Signal wires by layer:
Bar = 20 um. Only two layers are drawn.
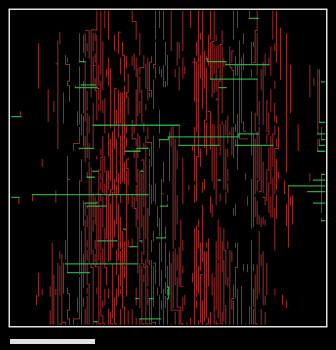
Placement density heat map:
The die is cut into 7 by 7 equal tiles; black is low, pale yellow is high, 0 to 100% covered.
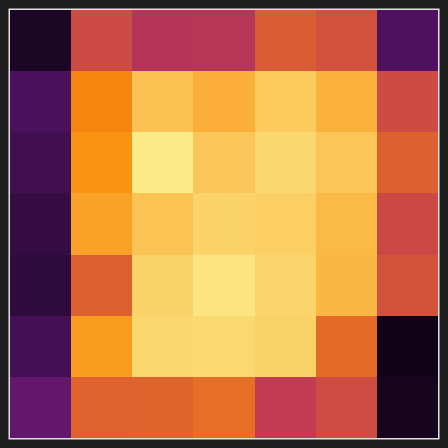
Placement by cell class:
Bar = 20 um. Fill, decap, tap and diode cells in gray.
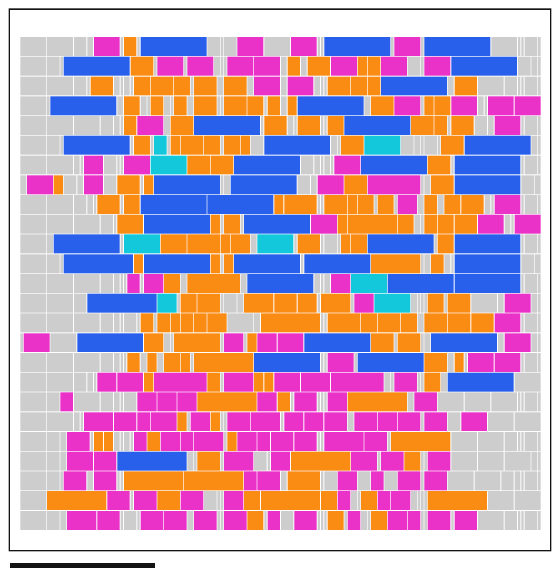
==> config.mk <==
export PLATFORM = sky130hd
export DESIGN_NAME = prefetch_fifo_wr_arbiter
export DESIGN_NICKNAME = d
export VERILOG_FILES = /design/src/rtl/prefetch_fifo_wr_arbiter.sv
export SDC_FILE = /design/constraint.sdc
export NUM_CORES = 1
export LEC_CHECK = 0
export CAP_MARGIN = 20
export CORE_MARGIN = 1
export CORE_UTILIZATION = 43
export DETAILED_ROUTE_END_ITERATION = 7
export GPL_TIMING_DRIVEN = 1
export HOLD_SLACK_MARGIN = 0.05
export PLACE_DENSITY = 0.91
export SYNTH_ARGS = -nofsm -noshare
export SYNTH_HDL_FRONTEND = slang
export SYNTH_SLANG_ARGS = --single-unit
export TNS_END_PERCENT = 5
==> constraint.sdc <==
create_clock -name wr_clk -period 2.35 [get_ports wr_clk]
set_clock_uncertainty 0.1 [all_clocks]
set_input_delay 0.705 -clock wr_clk [delete_from_list [all_inputs] [get_ports wr_clk]]
set_output_delay 0.705 -clock wr_clk [all_outputs]
set_load 0.01 [all_outputs]
==> flow_summary.json <==
{
  "layout-area-overhead-vs-synth_pct": 57.97,
  "path_class": "register to output pin",
  "finalWorstSetupSlack_ps": -205.6,
  "largest_register_ffs": 32,
  "violations": "negative setup slack",
  "grt_usage": 0.2480,
  "status": "complete, but fails checks",
  "met1_usage": 0.3000,
  "logic_area_um2": 1206,
  "cts-root-buf": "clkbuf_8",
  "path_cells": "buf_12, nand3b_1, o22ai_2, buf_4, and2_1, buf_2",
  "portBuffers": 90,
  "placed_cells": 369,
  "htreeDepth": 2,
  "grt-ovfl-total": 0,
  "cts_buffer_depth": 2,
  "grt.met2_usage": 0.4294,
  "dieWidth_um": 74.39,
  "dp_slack_ps": -837.8,
  "hold_class": "register to register",
  "clk_latency_ps": 300,
  "ios": 91,
  "ir_worst_vdd_v": 0.0005420,
  "synth_top_area_share": 0.4442,
  "yosysWarnings": 0,
  "p_int_uw": 1931,
  "max_slew_margin": 0.6265,
  "cts_buffers": 5,
  "instances_no_fill": 390,
  "setup_violations": 11,
  "syn_avg_cell_area_um2": 11.38,
  "p_comb_frac": 0.492,
  "yosysCellCount": 198,
  "gp_congestion": 0.7758,
  "n_antenna_cell": 0,
  "cp.depth": 6,
  "synthArstFlopShare": 1.000,
  "grt_max_degree": 34,
  "grt_util_met3": 0.04743,
  "critPathLaunchType": "register",
  "synthTopCellsByArea": "dfrtp_1 (44%), xnor2_1 (11%), mux4_2 (9.0%), nand4_1 (3.1%), nand3_1 (2.9%)"
}
-- 'signal wires by layer' (at the start) --
[metal 3] green | wire length: 221 um
[metal 2] red | wire length: 3530 um
Avg WL per Cell: 17.19 um
via count: 2088
Detailed Route WL: 6706 um

-- 'placement density heat map' (at the start) --
tiles over 75% full: 45%
mean over tiles: 63%
densest ninth of the die: center
fullest tile: 95%
Core ar.: 4880 um^2
pre-placement core utilization: 0.4618
Final Core Density: 0.7295

-- 'placement by cell class' (at the start) --
[remaining buffers and delay cells] magenta | cells: 122
[sequential cells] blue | cells: 42
[clock drivers and dummy loads] cyan | cells: 8
[combinational and other logic] orange | cells: 151
site row count: 25
flop share of the area: 0.2963
fin area: 3560 um^2

final cells by class:
| class | instances | share of cell area |
|---|---|---|
| timing repair buffer | 122 | 0.3083 |
| inverter | 6 | 0.006327 |
| clock inverter | 2 | 0.003515 |
| sequential | 42 | 0.2963 |
| tap | 67 | 0.02355 |
| clock buffer | 6 | 0.02320 |
| multi-input combinational | 145 | 0.3388 |
cells in the mapped netlist, drive strengths merged, types with 4 or more instances:
master,instances
dfrtp,40
xnor2,28
nand3,13
nor2,13
and2,11
nand2,11
nand4,11
and3,9
mux4,9
and4,6
inv,6
xor2,6
a21oi,4
mux2i,4
o21ai,4
through the flow:
step / setup TNS, ps / instance area [um^2] / utilization
final: -1507 / 3560 / 0.7295
after global placement: -18360 / 3385 / 0.6936
after global routing: -1888 / 3560 / 0.7295
after CTS: -1190 / 3483 / 0.7138
after detailed placement: -22990 / 3385 / 0.6936
after floorplan: 0 / 2255 / -
kinds of logic after synthesis:
group,Yosys count,synth area share
AND/OR/NAND/NOR,78,0.2010
AND-OR/OR-AND,14,0.04221
adder cells (fa/ha/maj),3,0.01666
XOR/XNOR,34,0.1322
flip-flops,42,0.4675
buffers and inverters,12,0.02277
multiplexers,15,0.1177
layer usage:
metal / part of all wire / routed length, um
met5: 0 / 0
met4: 0.031 / 206
met3: 0.033 / 220
met2: 0.53 / 3526
met1: 0.41 / 2752
power by group through the flow:
stage	sequential (uW)	clock (uW)	combinational [uW]
2_1_floorplan	1000	0	637
3_3_place_gp	990	0	1190
3_5_place_dp	1000	0	1240
4_1_cts	1000	498	1280
5_1_grt	1030	539	1560
6_report	1010	499	1460
repair_timing:
action | in CTS | in global routing
resized | 101 | 14
setup endpoints to repair | 37 | 30
setup buffers | 5 | 7
gates cloned | 1 | 0
pin swaps | 10 | 3
No activity file was given, so power comes from the tool's default toggle rates.
